==> config.mk <==
export PLATFORM = sky130hd
export DESIGN_NAME = act_lut_loader
export DESIGN_NICKNAME = d
export VERILOG_FILES = /design/src/rtl/act_lut_loader.sv
export SDC_FILE = /design/constraint.sdc
export NUM_CORES = 1
export LEC_CHECK = 0
export CAP_MARGIN = 25
export CORE_AREA = 8 8 85 87
export DETAILED_ROUTE_END_ITERATION = 8
export DIE_AREA = 0 0 93 95
export HOLD_SLACK_MARGIN = 0.1
export PLACE_DENSITY = 0.84
export SYNTH_ARGS = -nofsm -noshare
export SYNTH_HDL_FRONTEND = slang
export SYNTH_SLANG_ARGS = --single-unit
==> constraint.sdc <==
create_clock -name clk -period 4.3 [get_ports clk]
set_input_delay 1.29 -clock clk [delete_from_list [all_inputs] [get_ports clk]]
set_output_delay 1.29 -clock clk [all_outputs]
set_load 0.03 [all_outputs]
Fig. 1: run 1, wiring by layer
The bar under the picture is 20 µm long.
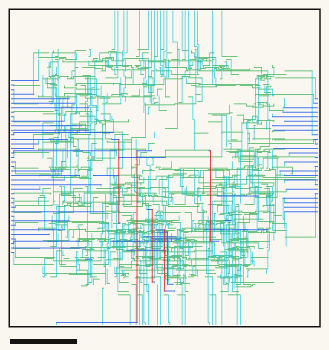
Green marks met1, wire length 3170 µm. Cyan marks met2, wire length 3240 µm. Red marks met4, wire length 160 µm. Blue marks met3, wire length 786 µm.
vias post-DR: 2608
gr usage total: 17.15%

Fig. 2: run 1, logic cells by family
The bar under the picture is 20 µm long.
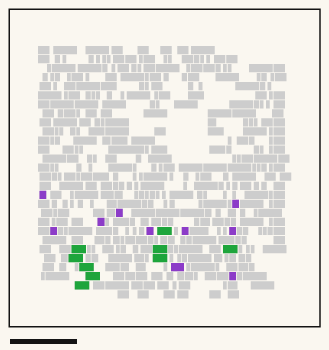
Purple marks AND and OR gates, cells 10, most used and2_1. Green marks adder and majority cells, cells 9, most used ha_1.
most numerous logic cell after layout: clkdlybuf4s50_1
Post-Layout Cell Count: 507
Comb/total area: 32.99%

Fig. 3: run 1, routing congestion
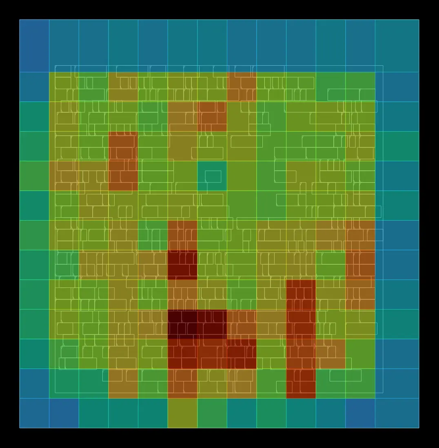
Avg WL per Cell: 14.50 µm
Finished Core Util: 66.78%
GR Layer Usage met2: 25.74%
met1 GRT Util: 19.34%

==> results.txt, run 1 <==
impl run done, here's what came out: worst skew pair latency=330 ps, commonest cells after routing, fill and taps aside=102 x clkdlybuf4s50_1, 97 x nand2_1, 62 x dfxtp_1, ant diodes=0, area delta synth->final=45.73%, initial antenna violation count=0, mapped cell area=0.002665 mm², Port Buf Inserts=103, via/cell ratio=5.144, GPL Wtd Cong=0.8933, total core area=0.005816 mm², Max-Cap Viols=0, flops out of synthesis=62, design area=0.003884 mm², DIE AREA=0.008835 mm², CP max FO=1, Synth Flop Type=dfxtp_1, syn_area_per_cell=8.003 µm², vias in the first global route=2570, period utilization=88.56%, R2R setup slack=1800 ps, status=complete, no violations, cell count of the worst hold path=2, endpoints failing hold=0, fraction of layout instances using a drive strength above 1=6.713%, CTS buffer count=9, Chip Area, Yosys=0.002665 mm², Worst setup SP type=input pin, max incr delay on CP=670 ps, final antenna-violating net count=0, actual slew at the worst max-slew pin=781.3 ps, count of boundary I/O pins=104, row cnt=28, Gate Count Post-Synth=333, drt first-iter violations=172, CTS tree=done, Die Y=95 µm, fin worst setup slack=491.9 ps, VDD IR max=0.4040 mV, largest net degree at the start of global routing=44, Die Span X=93 µm, Static Leak=0.001382 µW, Post-synth EDFFs=0, clock skew=10.35 ps, clk sinks=62, Max Root-Sink Buffers=2
## run 1: where the power goes
group | internal, µW | switching (µW)
logic | 315 | 454
registers | 659 | 72.1
clock network | 279 | 218
total | 1250 | 744
## run 1: critical path: cells and delay by family
family,cells,cell delay [ps]
buf+inv,2,1120
simple gates,1,110
## run 1: final cells by class
type                       count  area, µm²  area share [%]
timing repair buffer         106       1049           27.00
tap                           75      93.84           2.416
clock buffer                  11      141.4           3.640
sequential                    62       1241           31.96
inverter                       8      30.03          0.7732
clock inverter                 4      47.55           1.224
multi-input combinational    241       1281           32.99
## run 1: synth_stat cells, types with 2 or more instances
master     n
a211oi_1   2
a21oi_1   56
a31oi_1    3
and2_1     5
and3_1     2
buf_2      6
buf_6      3
clkbuf_1  12
dfxtp_1   62
ha_1       9
inv_1      7
mux2i_1    2
nand2_1   97
nand2b_1   4
nand3_1    7
nand4_1    2
nor2_1    13
nor2b_1    2
nor3_1     4
nor3b_1    2
o21ai_0    9
## run 1: per-layer routing
layer | wire [µm] | vias up | GRT usage [%]
met3 | 785 | 14 | 8.730
met1 | 3166 | 1198 | 19.34
li1 | - | 1300 | -
met2 | 3242 | 96 | 25.74
met4 | 159 | 0 | 9.799
met5 | 0 | - | 0
## run 1: through the flow
stage,hold WS [ps],instances,utilization (%)
2_1_floorplan,432.2,333,-
4_1_cts,455.7,507,66.78
3_3_place_gp,440.3,492,63.53
6_report,451.9,507,66.78
3_5_place_dp,446.3,492,63.53
5_1_grt,471.0,507,66.78
## run 1: cell families after synthesis
group | synth area share [%]
buf+inv | 5.352
flops | 46.57
xor+xnor | 0.3287
compound gates | 18.59
simple gates | 23.66
fa+ha+maj | 4.225
mux | 1.268
## Run 2: what changed since run 1
CAP_MARGIN = 20   (was 25)
Fig. 4: run 2, where the registers sit
The bar under the picture is 20 µm long. Other sequential cells in the stronger gray, the rest of the logic in the fainter gray.
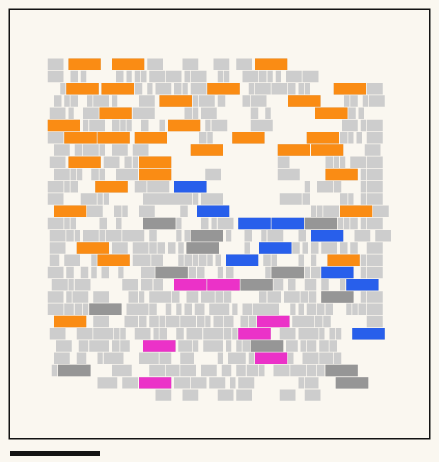
Orange marks `write_data`, placed flops 32. Magenta marks `remaining_q`, placed flops 7, where south. Blue marks `write_addr`, placed flops 10.
Another 13 sequential cells are not colored.
P_seq: 731 µW
Seq/total area: 31.96%
Register Area: 0.001241 mm²

==> run 2 against run 1 <==
Effect of this change: sequential power about the same; final area unchanged; clock-buffer cell count unchanged; critical path type unchanged; routed wire length unchanged; setup slack unchanged; global-route usage unchanged; non-clock buffer count unchanged; area after synthesis unchanged; power unchanged; combinational power about the same; utilization unchanged; largest power group unchanged.
==> results.txt, run 2 <==
impl run done, here's what came out: Gate Count Post-Synth=333 (unchanged), vias post-DR=2608 (unchanged), placed cell count=492 (unchanged), Synth Flop Type=dfxtp_1, commonest cells after routing, fill and taps aside=102 x clkdlybuf4s50_1, 97 x nand2_1, 62 x dfxtp_1, Static Leak=0.001382 µW (unchanged), mapped cell area=0.002665 mm² (unchanged), count of boundary I/O pins=104 (unchanged), Synth logic family=simple AND/OR/NAND/NOR gates, clock skew=10.35 ps (unchanged), Die Y=95 µm (unchanged), final antenna-violating net count=0 (unchanged), compound-cell area share of the yosys netlist=18.59% (unchanged), VDD IR max=0.4040 mV (unchanged), vias in the first global route=2570 (unchanged), CTS tree=done, gr usage total=17.15% (unchanged), Simple-Gate Area Share=23.66% (unchanged), period utilization=88.56% (unchanged), fraction of layout instances using a drive strength above 1=6.713% (unchanged), ant diodes=0 (unchanged), flops out of synthesis=62 (unchanged), Chip Area, Yosys=0.002665 mm² (unchanged), Max-Cap Viols=0 (unchanged), clk sinks=62 (unchanged), area delta synth->final=45.73% (unchanged), Post-synth EDFFs=0 (unchanged), Post-synth top cells=97 x nand2_1, 62 x dfxtp_1, 56 x a21oi_1, 13 x nor2_1, 12 x clkbuf_1, adder share=4.225% (unchanged), syn_area_per_cell=8.003 µm² (unchanged), mux share=1.268% (unchanged), initial antenna violation count=0 (unchanged), most frequent cell after synthesis=nand2_1, drt first-iter violations=172 (unchanged), GPL Wtd Cong=0.8933 (unchanged), worst skew pair latency=330 ps (about the same), xor+xnor area frac=0.3286% (unchanged), status=complete, no violations
[run 2: cell counts in the layout (fill, tap and decap cells not counted)]
Identical to the previous run, type by type.
[run 2: power breakdown]
group	switching, µW	leakage (µW)	internal, µW
Sequential	72.1	0.000504	659
Combinational	454	0.000783	315
Clock	218	0.0000952	279
Total	744	0.00138	1250
[run 2: area by class of cell]
cell class              count  area, µm²  area share, %
repair buffers            106       1049          27.00
well taps                  75      93.84          2.416
inverters                   8      30.03         0.7732
clock inverters             4      47.55          1.224
flip-flops and latches     62       1241          31.96
clock buffers              11      141.4          3.640
multi-input cells         241       1281          32.99
[run 2: worst max-delay path, stage by stage]
cell and delay, ps:
clkdlybuf4s50_1 450, and2_1 110, clkdlybuf4s50_1 670
[run 2: logic make-up after synthesis]
group / count (synthesis)
AND/OR/NAND/NOR: 144
AND-OR/OR-AND: 84
flip-flops: 62
buffers and inverters: 30
adder cells (fa/ha/maj): 9
multiplexers: 3
XOR/XNOR: 1
[run 2: layer usage]
| metal | wire [µm] | share of wire [%] | GRT usage (%) | up-vias |
|---|---|---|---|---|
| met3 | 785 | 11 | 8.730 | 14 |
| met4 | 159 | 2.2 | 9.799 | 0 |
| met2 | 3242 | 44 | 25.74 | 96 |
| met1 | 3166 | 43 | 19.34 | 1198 |
| met5 | 0 | 0 | 0 | - |
| li1 | - | - | - | 1300 |
[run 2: metrics by stage]
| stage | setup slack [ps] | utilization, % | area [µm²] |
|---|---|---|---|
| floorplan | 1439 | - | 2665 |
| global placement | 483.7 | 63.53 | 3695 |
| detailed placement | 488.8 | 63.53 | 3695 |
| CTS | 483.0 | 66.78 | 3884 |
| global route | 443.0 | 66.78 | 3884 |
| finish | 491.9 | 66.78 | 3884 |
No activity file was given, so power comes from the tool's default toggle rates.
